$ cat src/rtl/gpi_periph.sv
// General-purpose input peripheral: synchronizes and debounces eight pins, latches
// per-pin edge events as sticky W1C flags, drives a maskable irq and a registered read port.
module gpi_periph #(
   parameter int DEBOUNCE_CYCLES = 4,
   parameter int CNT_W           = 8
) (
   input  logic        clk,
   input  logic        rst_n,
   input  logic [7:0]  pins,
   input  logic [9:0]  address,
   input  logic [7:0]  data,
   input  logic        write,
   output logic [31:0] data_out,
   output logic        irq
);

   localparam logic [9:0]       ADDR_PIN = 10'h054;
   localparam logic [9:0]       ADDR_EVT = 10'h058;
   localparam logic [9:0]       ADDR_IE  = 10'h05C;
   localparam logic [9:0]       ADDR_POL = 10'h060;
   localparam logic [CNT_W-1:0] CNT_LAST = CNT_W'(DEBOUNCE_CYCLES - 1);

   logic [7:0]       sync1_r;
   logic [7:0]       s_r;
   logic [7:0]       q_r;
   logic [7:0]       evt_r;
   logic [7:0]       ie_r;
   logic [7:0]       pol_r;
   logic [31:0]      data_out_r;
   logic [CNT_W-1:0] cnt_r [8];

   logic [7:0]       q_next_s;
   logic [CNT_W-1:0] cnt_next_s [8];
   logic [7:0]       rise_s;
   logic [7:0]       fall_s;
   logic [7:0]       evt_set_s;
   logic [7:0]       w1c_s;
   logic [7:0]       evt_next_s;
   logic [7:0]       rd_sel_s;
   logic             wr_ie_s;
   logic             wr_pol_s;

   // Per-pin debounce: a differing sample must persist DEBOUNCE_CYCLES samples to be accepted
   always_comb begin
      q_next_s = q_r;
      for (int i = 0; i < 8; i++) begin
         cnt_next_s[i] = {CNT_W{1'b0}};
         if (s_r[i] == q_r[i]) begin
            cnt_next_s[i] = {CNT_W{1'b0}};
         end else if (cnt_r[i] == CNT_LAST) begin
            q_next_s[i]   = s_r[i];
            cnt_next_s[i] = {CNT_W{1'b0}};
         end else begin
            cnt_next_s[i] = cnt_r[i] + CNT_W'(1);
         end
      end
   end

   // Edge detection on the debounced value; a same-edge set beats a W1C clear
   always_comb begin
      rise_s     = ~q_r & q_next_s;
      fall_s     = q_r & ~q_next_s;
      evt_set_s  = (rise_s & ~pol_r) | (fall_s & pol_r);
      evt_next_s = (evt_r & ~w1c_s) | evt_set_s;
   end

   // Write decode for the EVT/IE/POL registers
   always_comb begin
      w1c_s    = 8'h00;
      wr_ie_s  = 1'b0;
      wr_pol_s = 1'b0;
      if (write) begin
         if (address == ADDR_EVT) begin
            w1c_s = data;
         end else begin
            w1c_s = 8'h00;
         end
         wr_ie_s  = (address == ADDR_IE);
         wr_pol_s = (address == ADDR_POL);
      end else begin
         w1c_s    = 8'h00;
         wr_ie_s  = 1'b0;
         wr_pol_s = 1'b0;
      end
   end

   // Read mux; unmapped addresses read as zero
   always_comb begin
      rd_sel_s = 8'h00;
      case (address)
         ADDR_PIN: rd_sel_s = q_r;
         ADDR_EVT: rd_sel_s = evt_r;
         ADDR_IE:  rd_sel_s = ie_r;
         ADDR_POL: rd_sel_s = pol_r;
         default:  rd_sel_s = 8'h00;
      endcase
   end

   // Synchronizer, debounce state and event flags
   always_ff @(posedge clk or negedge rst_n) begin
      if (!rst_n) begin
         sync1_r <= 8'h00;
         s_r     <= 8'h00;
         q_r     <= 8'h00;
         evt_r   <= 8'h00;
         for (int i = 0; i < 8; i++) begin
            cnt_r[i] <= {CNT_W{1'b0}};
         end
      end else begin
         sync1_r <= pins;
         s_r     <= sync1_r;
         q_r     <= q_next_s;
         evt_r   <= evt_next_s;
         for (int i = 0; i < 8; i++) begin
            cnt_r[i] <= cnt_next_s[i];
         end
      end
   end

   // Software-writable configuration and the registered read port
   always_ff @(posedge clk or negedge rst_n) begin
      if (!rst_n) begin
         ie_r       <= 8'h00;
         pol_r      <= 8'h00;
         data_out_r <= 32'h0000_0000;
      end else begin
         if (wr_ie_s) begin
            ie_r <= data;
         end
         if (wr_pol_s) begin
            pol_r <= data;
         end
         data_out_r <= {24'h00_0000, rd_sel_s};
      end
   end

   assign data_out = data_out_r;
   assign irq      = |(evt_r & ie_r);

endmodule

$ cat config.mk
export PLATFORM = sky130hd
export DESIGN_NAME = gpi_periph
export DESIGN_NICKNAME = d
export VERILOG_FILES = /design/src/rtl/gpi_periph.sv
export SDC_FILE = /design/constraint.sdc
export NUM_CORES = 1
export LEC_CHECK = 0
export CAP_MARGIN = 40
export CORE_ASPECT_RATIO = 0.8
export CORE_UTILIZATION = 31
export DETAILED_ROUTE_END_ITERATION = 7
export PLACE_DENSITY = 0.55
export SLEW_MARGIN = 0
export SYNTH_ARGS = -nofsm -noshare
export SYNTH_HDL_FRONTEND = slang
export SYNTH_SLANG_ARGS = --single-unit
$ cat constraint.sdc
create_clock -name clk -period 5.1 [get_ports clk]
set_input_delay 0.51 -clock clk [delete_from_list [all_inputs] [get_ports clk]]
set_output_delay 0.51 -clock clk [all_outputs]
set_load 0.1 [all_outputs]
Figure 1. Clock wires, drivers and flops (run 1).
The bar under the picture is 50 um long.
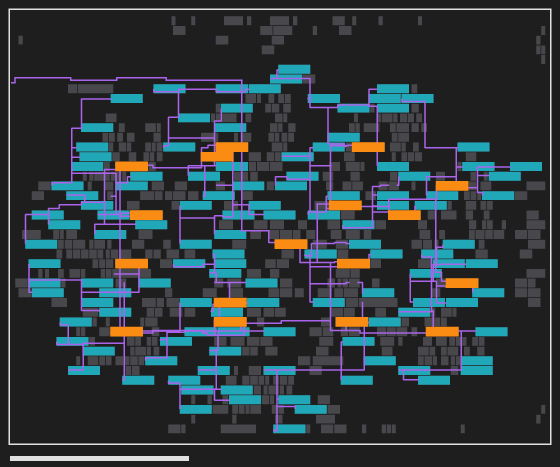
purple -> clock wires  # length 1670 um
orange -> clock drivers  # count 17
cyan -> flip-flops  # count 120
flops lie = widely spread
routed clock nets = 18

Figure 2. Register map, names as in the netlist (run 1).
Other sequential cells in the stronger gray, the rest of the logic in the fainter gray.
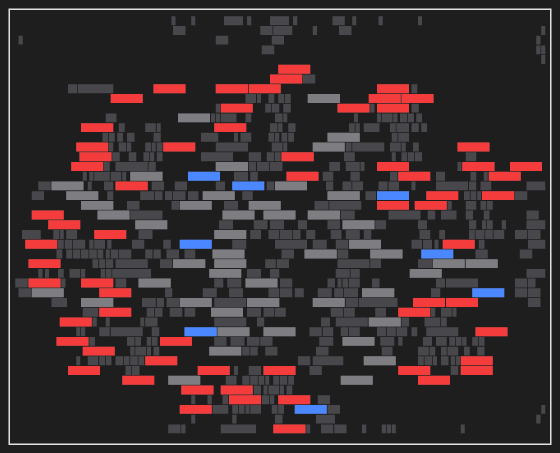
red -> cnt_r  # placed flops 64, where widely spread
blue -> data_out  # placed flops 8
not colored = 48
sequential cell power: 1160 uW
sequential cell area: 0.00300 sq mm
share of the core filled with cells in the final layout: 0.393

==> job_summary.md, run 1 <==
## Synthesis and layout report

| Metric | Value |
|---|---|
| Result of the run | `finished, final reports clean` |
| Horizontal die dimension | `151 um` |
| Log Warnings | `26` |
| Number of unique standard cell types used by synthesis | `44` |
| Yosys Chip Area | `0.00552 sq mm` |
| Detailed-route DRC error count | `0` |
| Mapped Cells | `489` |
| Root Driver | `sky130_fd_sc_hd__clkbuf_16` |
| Final Hold Violation Tally | `0` |
| Warnings from Yosys | `0` |
| Cell area after synthesis | `0.00552 sq mm` |
| Dominant logic cell types in the final layout | `sky130_fd_sc_hd__dfrtp_1, sky130_fd_sc_hd__nor2_1, sky130_fd_sc_hd__clkdlybuf4s50_1` |
| Post-Syn Area per Cell | `11.3 sq um` |
| Hold buffers post-CTS | `0` |
| Ys async rst share | `1.00` |
| Setup Fix Bufs, Post-CTS | `0` |
| Leading register cell type out of synthesis | `sky130_fd_sc_hd__dfrtp_1` |
| Top logic cell family in the synthesized netlist | `simple AND/OR/NAND/NOR gates` |
| Commonest non-fill, non-tap cell in the layout | `sky130_fd_sc_hd__dfrtp_1` |
| Max-cap violation count | `0` |
| Maximum fanout along the worst path | `12` |
| Share of synthesized cell area in and, or, nand and nor gates | `0.174` |
| Standard-cell row count | `43` |
| Crit path arrival time | `2990 ps` |
| Number of DRC violations after detailed-routing iteration 0 | `114` |
| Standard cell core area | `0.0174 sq mm` |
| Gates resized, CTS repair | `0` |
| Pin count of the biggest net entering global routing | `55` |
| Overall Global Routing Usage | `0.132` |
| Max-slew headroom | `0.573` |
| Wire length of the first global-routing pass | `18300 um` |
| Cell taking the most area after synthesis | `sky130_fd_sc_hd__dfrtp_1` |
| Crit start category | `input port` |
| Leading cell types by count after synthesis | `sky130_fd_sc_hd__dfrtp_1, sky130_fd_sc_hd__nor2_1, sky130_fd_sc_hd__or3_1` |
| Share of the clock period used by the worst path | `0.528` |
| Yosys cell count | `489` |
| PnR worst setup slack | `2410 ps` |
| Sequential cell area fraction in the yosys report | `0.544` |
Figure 3. Met4 routing (run 1).
Supply wires on this layer in gray.
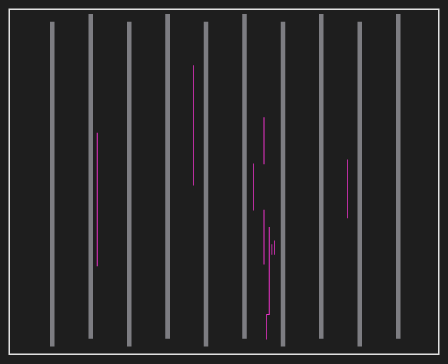
longest straight run = 46.9 um
share of all routed wire = 2.0%
main direction = vertical
via count: 3824
total length of routed wires: 10700 um

Figure 4. Clock wiring as the flow saved it (run 1).
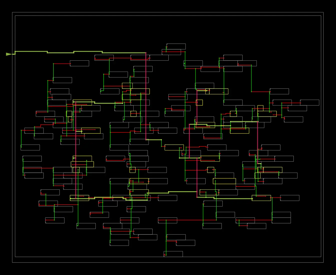
setup skew after layout: 6.29 ps
Clk. pwr: 1180 uW
number of sinks handled by clock tree synthesis: 120

==> run 1: worst max-delay path: stages <==
cell	delay [ps]
sky130_fd_sc_hd__clkdlybuf4s50_1	740
sky130_fd_sc_hd__nor4b_4	660
sky130_fd_sc_hd__or4b_1	720
sky130_fd_sc_hd__mux2_2	360
==> run 1: power by group <==
part           total [uW]  internal (uW)  switching [uW]
logic                 474            181             292
clock network        1180            733             446
registers            1160           1060            98.5
==> run 1: cell families after synthesis <==
group / Yosys count
buf+inv: 36
mux: 37
simple gates: 173
other cells: 1
xor+xnor: 27
fa+ha+maj: 8
compound gates: 87
flops: 120
==> run 1: registers in the layout, indices dropped and copies added, names as in the netlist <==
name and flops:
pol_r 8, data_out 8, cnt_r 64, ie_r 8
q_r 8, s_r 8, evt_r 8, sync1_r 8
==> run 1: worst paths after layout <==
path,startpoint,to,slack [ps],cells after the start
hold / removal,rst_n,cnt_r[63],10,1
max in group asynchronous,rst_n,data_out[3],4210,2
min in group clk,sync1_r[4],s_r[4],350,0
hold reg to reg,sync1_r[4],s_r[4],350,0
setup reg to reg,cnt_r[0],cnt_r[3],3060,4
setup / recovery,address[2],pol_r[4],2410,4
==> run 1: metrics by stage <==
step	std cells	area, sq um	power [uW]
CTS	789	6820	2850
global placement	747	6060	1630
detailed placement	757	6230	1650
global route	789	6820	2960
floorplan	512	5600	1530
finish	789	6820	2810
==> run 1: final cells by class <==
| type | instances | area (sq um) |
|---|---|---|
| timing repair buffer | 49 | 558 |
| fill | 1644 | 10600 |
| tap | 225 | 282 |
| sequential | 120 | 3000 |
| multi-input combinational | 356 | 2360 |
| clock buffer | 18 | 439 |
| clock inverter | 14 | 150 |
| inverter | 7 | 26.3 |
==> run 1: routing by layer <==
metal	track usage	vias up	wire, um
li1	-	1866	-
met1	0.172	1861	5150
met2	0.200	76	4900
met3	0.0421	21	460
met4	0.0544	0	209
met5	0	-	0
Figure 5. Drive-strength map (run 1).
The bar under the picture is 50 um long.
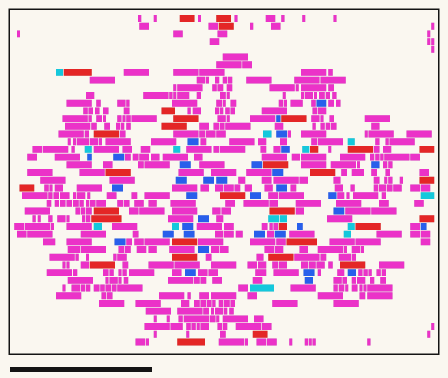

==> run 2: changes to the inputs <==
==> constraint.sdc (replaced) <==
create_clock -name clk -period 2.8 [get_ports clk]
set_input_delay 0.28 -clock clk [delete_from_list [all_inputs] [get_ports clk]]
set_output_delay 0.28 -clock clk [all_outputs]
set_load 0.1 [all_outputs]
Figure 6. Drive-strength map (run 2).
The bar under the picture is 50 um long.
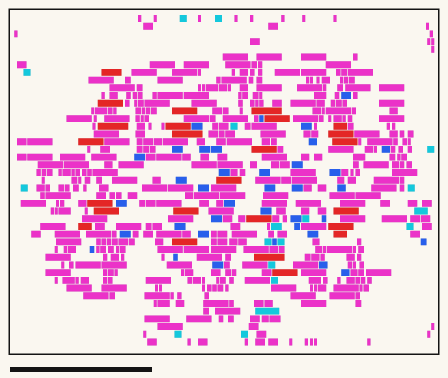
magenta -> _0 and _1 cells  # cells 479, most used dfrtp_1
red -> _6 and larger  # cells 25, most used clkbuf_16
cyan -> _3 and _4 cells  # cells 18, most used buf_4
blue -> _2 cells  # cells 37, most used mux2_2
Non-clk bufs: 44
post-route cell area: 0.00671 sq mm

==> run 2 against run 1 <==
  * Synthesized cell count stayed put
  * Sequential cell count did not move
  * Sequential power rose by 82%
  * Via count is 1.6% lower
  * Clock skew increased by 1.9 ps
  * Area after synthesis stayed put
  * Final cell count shrank 0.63%
  * Worst hold slack improved by 300 ps
  * First-iteration DRC count increased by 33%
  * Register-to-register slack got worse by 2300 ps
  * Routed wire length is 1.7% higher
  * Critical path type unchanged
  * Highest routed layer unchanged
==> job_summary.md, run 2 <==
## Synthesis and layout report

| Metric | Value |
|---|---|
| Slowest cell on the critical path | `sky130_fd_sc_hd__or4b_1` |
| Detailed-route DRC error count | `0 (unchanged)` |
| Reg2reg end | `cnt_r[4]` |
| Yosys cell count | `489 (unchanged)` |
| Biggest register | `cnt_r` |
| Commonest non-fill, non-tap cell in the layout | `sky130_fd_sc_hd__dfrtp_1` |
| Share of the core filled with cells in the final layout | `0.386 (-0.00641)` |
| Setup Fix Bufs, Post-CTS | `0 (unchanged)` |
| Footprint of the multi-input gates | `0.00236 sq mm (unchanged)` |
| Wire length of the first global-routing pass | `18700 um (+1.9%)` |
| Pin count of the biggest net entering global routing | `99 (+80%)` |
| Overall Global Routing Usage | `0.133 (+0.00158)` |
| Number of DRC violations after detailed-routing iteration 0 | `152 (+33%)` |
| Standard cell core area | `0.0174 sq mm (unchanged)` |
| Maximum fanout along the worst path | `8 (-4)` |
| Biggest cell delay along the critical path | `720 ps (-20 ps)` |
| Root Driver | `sky130_fd_sc_hd__clkbuf_16` |
| Dominant logic cell types in the final layout | `sky130_fd_sc_hd__dfrtp_1, sky130_fd_sc_hd__nor2_1, sky130_fd_sc_hd__clkdlybuf4s50_1` |
| Share of the clock period used by the worst path | `0.731` |
| Number of unique standard cell types used by synthesis | `44 (unchanged)` |
| Via count | `3761 (-1.6%)` |
| Cell area after synthesis | `0.00552 sq mm (unchanged)` |
| Ys async rst share | `1.00 (unchanged)` |
| Sequential cell area fraction in the yosys report | `0.544 (unchanged)` |
| Max-slew headroom | `0.647 (+0.0738)` |
| Number of cell instances on the worst register-to-register path | `4 (unchanged)` |
| Post-Syn Area per Cell | `11.3 sq um (unchanged)` |
| Buffering stage count on the worst path with inverters included | `1 (unchanged)` |
| Leading register cell type out of synthesis | `sky130_fd_sc_hd__dfrtp_1` |
| Warnings from Yosys | `0 (unchanged)` |
| Standard-cell row count | `43 (unchanged)` |
| Result of the run | `finished, final reports clean` |
| Ordered cell list for the critical path | `clkdlybuf4s50_1 > or4b_4 > or4b_1 > mux2_2` |
| Die outline area | `0.0183 sq mm` |
| Yosys Chip Area | `0.00552 sq mm (unchanged)` |
| Filler-free cell count of the finished design | `784 (-0.63%)` |
| Mapped Cells | `489 (unchanged)` |
| Setup skew after layout | `8.20 ps (+1.91 ps)` |
| Final Hold Violation Tally | `0 (unchanged)` |
| Placed insts | `751 (-0.79%)` |
| Crit start category | `input port` |
| Minimum setup slack among reg-to-reg paths | `790 ps (-2270 ps)` |
| Number of flip-flops under the largest register name | `64 (unchanged)` |
| Count of filler cells inserted in the layout | `1680 (+2.2%)` |
| Log Warnings | `26 (unchanged)` |
| Origin of the critical flop-to-flop path | `cnt_r[0]` |
-- run 2: cell counts after synthesis --
Identical to the previous run, type by type.
-- run 2: how the worst max path moves through the flow --
| stage | slack [ps] | cells past startpoint | endpoint | from |
|---|---|---|---|---|
| after floorplan | 880 | 4 | evt_r[0] | address[1] |
| after global placement | 360 | 4 | pol_r[0] | address[1] |
| after detailed placement | 340 | 4 | pol_r[6] | address[1] |
| after CTS | 770 | 4 | pol_r[6] | address[1] |
| after global routing | 600 | 4 | cnt_r[2] | cnt_r[0] |
| final | 750 | 4 | pol_r[6] | address[1] |
-- run 2: what timing repair did --
item,CTS,global route
setup endpoints to repair,0,0
hold endpoints to repair,22,0
gates resized,0,0
hold buffers,1,0
-- run 2: cell type report --
type                       instances  share of cell area
tap                              225              0.0420
clock buffer                      23              0.0712
sequential                       120               0.448
clock inverter                     9              0.0216
inverter                           7             0.00392
timing repair buffer              44              0.0615
multi-input combinational        356               0.352
-- run 2: layer usage --
layer	GRT usage	vias up	share of wire
li1	-	1842	-
met4	0.0581	0	0.018
met3	0.0338	19	0.037
met1	0.174	1841	0.48
met5	0	-	0
met2	0.208	59	0.47
-- run 2: power by group --
| group | switching (uW) | internal [uW] |
|---|---|---|
| Sequential | 179 | 1930 |
| Combinational | 538 | 325 |
| Clock | 734 | 1550 |
-- run 2: logic make-up (layout without fill, tap and decap cells) --
group | after synthesis | after routing | synth area share
AOI/OAI and AO/OA | 87 | 87 | 0.104
DFF | 120 | 120 | 0.544
and+or+nand+nor | 173 | 173 | 0.174
buffers and inverters | 36 | 83 | 0.0429
xor gates and xnor gates | 27 | 27 | 0.0429
adders and majority gates | 8 | 8 | 0.0181
muxes | 37 | 37 | 0.0726
other | 1 | 24 | 0.000680
-- run 2: through the flow --
| stage | total power, uW | hold WS (ps) | area, sq um | worst slack [ps] |
|---|---|---|---|---|
| 2_1_floorplan | 2790 | -15.6 | 5600 | 879 |
| 3_3_place_gp | 2970 | 198 | 6080 | 356 |
| 3_5_place_dp | 3010 | 205 | 6080 | 338 |
| 4_1_cts | 5330 | 297 | 6710 | 768 |
| 5_1_grt | 5540 | 305 | 6710 | 602 |
| 6_report | 5260 | 310 | 6710 | 752 |
Power is estimated from default activity; no workload was simulated.
